File: config.mk
export PLATFORM = sky130hd
export DESIGN_NAME = dmem_port_arbiter
export DESIGN_NICKNAME = d
export VERILOG_FILES = /design/src/rtl/dmem_port_arbiter.sv
export SDC_FILE = /design/constraint.sdc
export NUM_CORES = 1
export LEC_CHECK = 0
export CAP_MARGIN = 20
export CORE_MARGIN = 2
export CORE_UTILIZATION = 40
export CTS_CLUSTER_DIAMETER = 50
export DETAILED_ROUTE_END_ITERATION = 16
export PLACE_DENSITY_LB_ADDON = 0.2
export SLEW_MARGIN = 20
export SYNTH_ARGS = -nofsm -noshare
export SYNTH_HDL_FRONTEND = slang
export SYNTH_SLANG_ARGS = --single-unit
File: constraint.sdc
create_clock -name clk -period 1.8 [get_ports clk]
set_input_delay 0.27 -clock clk [delete_from_list [all_inputs] [get_ports clk]]
set_output_delay 0.27 -clock clk [all_outputs]
set_load 0.01 [all_outputs]
File: src/rtl/dmem_port_arbiter.sv
`timescale 1ns/1ps
// dmem_port_arbiter
//
// Two requesters share the single-port, byte-wide data memory: the CPU MEM
// stage and a DMA/loader port. Every 16-bit access is split into two byte
// cycles, little-endian: the low byte goes to address A and the high byte to
// A+1, and A+1 wraps inside the memory. The CPU wins arbitration. A wait
// counter makes sure the DMA port is still served when the CPU keeps
// requesting.
//
// Ports:
//   clk, reset_n                 clock; synchronous active-low reset
//   cpu_req/we/addr/wdata        CPU request side, held until cpu_ack
//   cpu_ack, cpu_rdata           one-cycle completion pulse, read data (held)
//   cpu_stall                    cpu_req & ~cpu_ack, pipeline stall
//   dma_req/we/addr/wdata        DMA request side
//   dma_ack, dma_rdata           DMA completion pulse, read data (held)
//   mem_en/we/addr/wdata         byte memory strobe, write enable, address, data
//   mem_rdata                    byte read data, valid the cycle after mem_en
//
// state | meaning
// ------+-------------------------------------------------------------
// IDLE  | no access in flight; arbitrate and latch the winner's request
// LO    | low byte access at A is on the memory bus
// HI    | high byte access at A+1; low read byte is returned this cycle
// ACK   | high read byte is returned; owner's ack is high for one cycle

module dmem_port_arbiter #(
    parameter int ADDR_W       = 5,
    parameter int DMA_MAX_WAIT = 4
) (
    input  logic              clk,
    input  logic              reset_n,

    input  logic              cpu_req,
    input  logic              cpu_we,
    input  logic [15:0]       cpu_addr,
    input  logic [15:0]       cpu_wdata,
    output logic              cpu_ack,
    output logic [15:0]       cpu_rdata,
    output logic              cpu_stall,

    input  logic              dma_req,
    input  logic              dma_we,
    input  logic [15:0]       dma_addr,
    input  logic [15:0]       dma_wdata,
    output logic              dma_ack,
    output logic [15:0]       dma_rdata,

    output logic              mem_en,
    output logic              mem_we,
    output logic [ADDR_W-1:0] mem_addr,
    output logic [7:0]        mem_wdata,
    input  logic [7:0]        mem_rdata
);

    localparam int WCW = (DMA_MAX_WAIT < 1) ? 1 : $clog2(DMA_MAX_WAIT + 1);
    localparam logic [WCW-1:0] WAIT_MAX = WCW'(DMA_MAX_WAIT);

    localparam logic OWN_CPU = 1'b0;
    localparam logic OWN_DMA = 1'b1;

    typedef enum logic [1:0] {
        IDLE = 2'd0,
        LO   = 2'd1,
        HI   = 2'd2,
        ACK  = 2'd3
    } state_t;

    state_t            state;
    logic [WCW-1:0]    wait_cnt;
    logic              owner;
    logic              lat_we;
    logic [ADDR_W-1:0] lat_addr;
    logic [15:0]       lat_wdata;
    logic [7:0]        rd_lo;
    logic [15:0]       cpu_rdata_q;
    logic [15:0]       dma_rdata_q;

    logic              dma_forced;
    logic              cpu_wins;
    logic              g_we;
    logic [ADDR_W-1:0] g_addr;
    logic [15:0]       g_wdata;
    logic              rd_done;

    // Upper address bits fall outside the memory and are dropped.
    logic unused_addr_bits;
    assign unused_addr_bits = ^{cpu_addr[15:ADDR_W], dma_addr[15:ADDR_W]};

    assign dma_forced = dma_req && (wait_cnt == WAIT_MAX);
    assign cpu_wins   = cpu_req && !dma_forced;

    assign g_we    = cpu_wins ? cpu_we               : dma_we;
    assign g_addr  = cpu_wins ? cpu_addr[ADDR_W-1:0] : dma_addr[ADDR_W-1:0];
    assign g_wdata = cpu_wins ? cpu_wdata            : dma_wdata;

    // The high read byte only arrives in ACK, so the read word is assembled
    // straight from the memory bus that cycle. The registered copy holds it
    // afterwards.
    assign rd_done   = (state == ACK) && !lat_we;
    assign cpu_rdata = (rd_done && owner == OWN_CPU) ? {mem_rdata, rd_lo} : cpu_rdata_q;
    assign dma_rdata = (rd_done && owner == OWN_DMA) ? {mem_rdata, rd_lo} : dma_rdata_q;

    assign cpu_stall = cpu_req & ~cpu_ack;

    always_ff @(posedge clk) begin
        if (!reset_n) begin
            state       <= IDLE;
            wait_cnt    <= '0;
            owner       <= OWN_CPU;
            lat_we      <= 1'b0;
            lat_addr    <= '0;
            lat_wdata   <= '0;
            rd_lo       <= '0;
            cpu_rdata_q <= '0;
            dma_rdata_q <= '0;
            cpu_ack     <= 1'b0;
            dma_ack     <= 1'b0;
            mem_en      <= 1'b0;
            mem_we      <= 1'b0;
            mem_addr    <= '0;
            mem_wdata   <= '0;
        end else begin
            cpu_ack <= 1'b0;
            dma_ack <= 1'b0;
            case (state)
                IDLE: begin
                    if (cpu_req || dma_req) begin
                        lat_we    <= g_we;
                        lat_addr  <= g_addr;
                        lat_wdata <= g_wdata;
                        mem_en    <= 1'b1;
                        mem_we    <= g_we;
                        mem_addr  <= g_addr;
                        mem_wdata <= g_wdata[7:0];
                        state     <= LO;
                        if (cpu_wins) begin
                            owner <= OWN_CPU;
                            if (dma_req && (wait_cnt != WAIT_MAX)) begin
                                wait_cnt <= wait_cnt + 1'b1;
                            end
                        end else begin
                            owner    <= OWN_DMA;
                            wait_cnt <= '0;
                        end
                    end
                end
                LO: begin
                    mem_addr  <= lat_addr + 1'b1;
                    mem_wdata <= lat_wdata[15:8];
                    state     <= HI;
                end
                HI: begin
                    if (!lat_we) begin
                        rd_lo <= mem_rdata;
                    end
                    mem_en    <= 1'b0;
                    mem_we    <= 1'b0;
                    mem_addr  <= '0;
                    mem_wdata <= '0;
                    if (owner == OWN_CPU) begin
                        cpu_ack <= 1'b1;
                    end else begin
                        dma_ack <= 1'b1;
                    end
                    state <= ACK;
                end
                ACK: begin
                    if (!lat_we) begin
                        if (owner == OWN_CPU) begin
                            cpu_rdata_q <= {mem_rdata, rd_lo};
                        end else begin
                            dma_rdata_q <= {mem_rdata, rd_lo};
                        end
                    end
                    state <= IDLE;
                end
                default: state <= IDLE;
            endcase
        end
    end

endmodule

==> results_dict.tcl <==
# flow metrics
set metrics [dict create \
    dr_wl_met2_mm 4.398 \
    grt_first_pass_wirelength_mm 14.87 \
    yosys_area_um2 3452 \
    post-dp-hpwl_mm 5.793 \
    worstHoldStart "reset_n" \
    pwr-share-clk_pct 23.4 \
    cts.clk_slew.worst_paths_ns 0.08 \
    cap_violations 0 \
    most_common_cell "dfxtp_1" \
    reg.largest.list "cpu_rdata_q (16), dma_rdata_q (16)" \
    path_cells "ha_4, nor3b_4, buf_6, buf_12, mux2_4, buf_6" \
    root_buffer "clkbuf_8" \
    setup_violations 32 \
    avgViaCountPerCell 5.168 \
    setup_slack_ns -0.2435 \
    cts_tree "built" \
    met3WireLength_um 451 \
    final_util_pct 64.01 \
    clock_power_w 0.00147 \
    outcome "complete, but fails checks" \
    worstRegToRegCells 8 \
    r2r-start "state[1]" \
    power.switching_w 0.002057 \
    setup.worst_path.class "register to primary output" \
    drc 0 \
    violations "negative setup slack" \
    wirelength_mm 9.139 \
    dieArea_um2 9390 \
    crit_buf_inv 3 \
    regArea_um2 1544 \
    ys.flops 77 \
    drtPass1Iterations 4 \
    n_clock_buffer 10 \
    grtUsageMet2_pct 32.16 \
    diodes 0 \
    cts_inserted_buffers 9 \
    m1WireLength_mm 4.103 \
    coreArea_um2 8299 \
]
==> images/logic_types.png <==
Bar = 20 um.
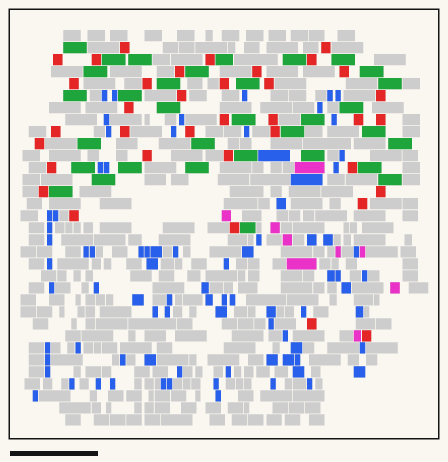
| family | color | cells |
|---|---|---|
| nor cells | magenta | 9 |
| mux cells | green | 33 |
| nand cells | blue | 82 |
| and/or cells | red | 36 |

==> images/metal_density.png <==
19 x 19 tiles, from black (low) to pale yellow (high), scaled to the fullest tile. Values are wire area over tile area, all layers added.
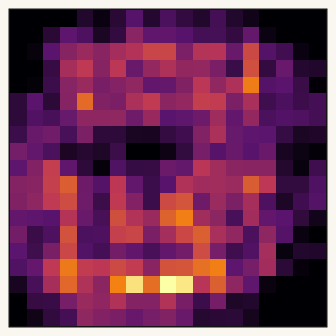
emptiest ninth of the die: bottom right
fullest tile: 0.56
mean over tiles: 0.15

No activity file was given, so power comes from the tool's default toggle rates.
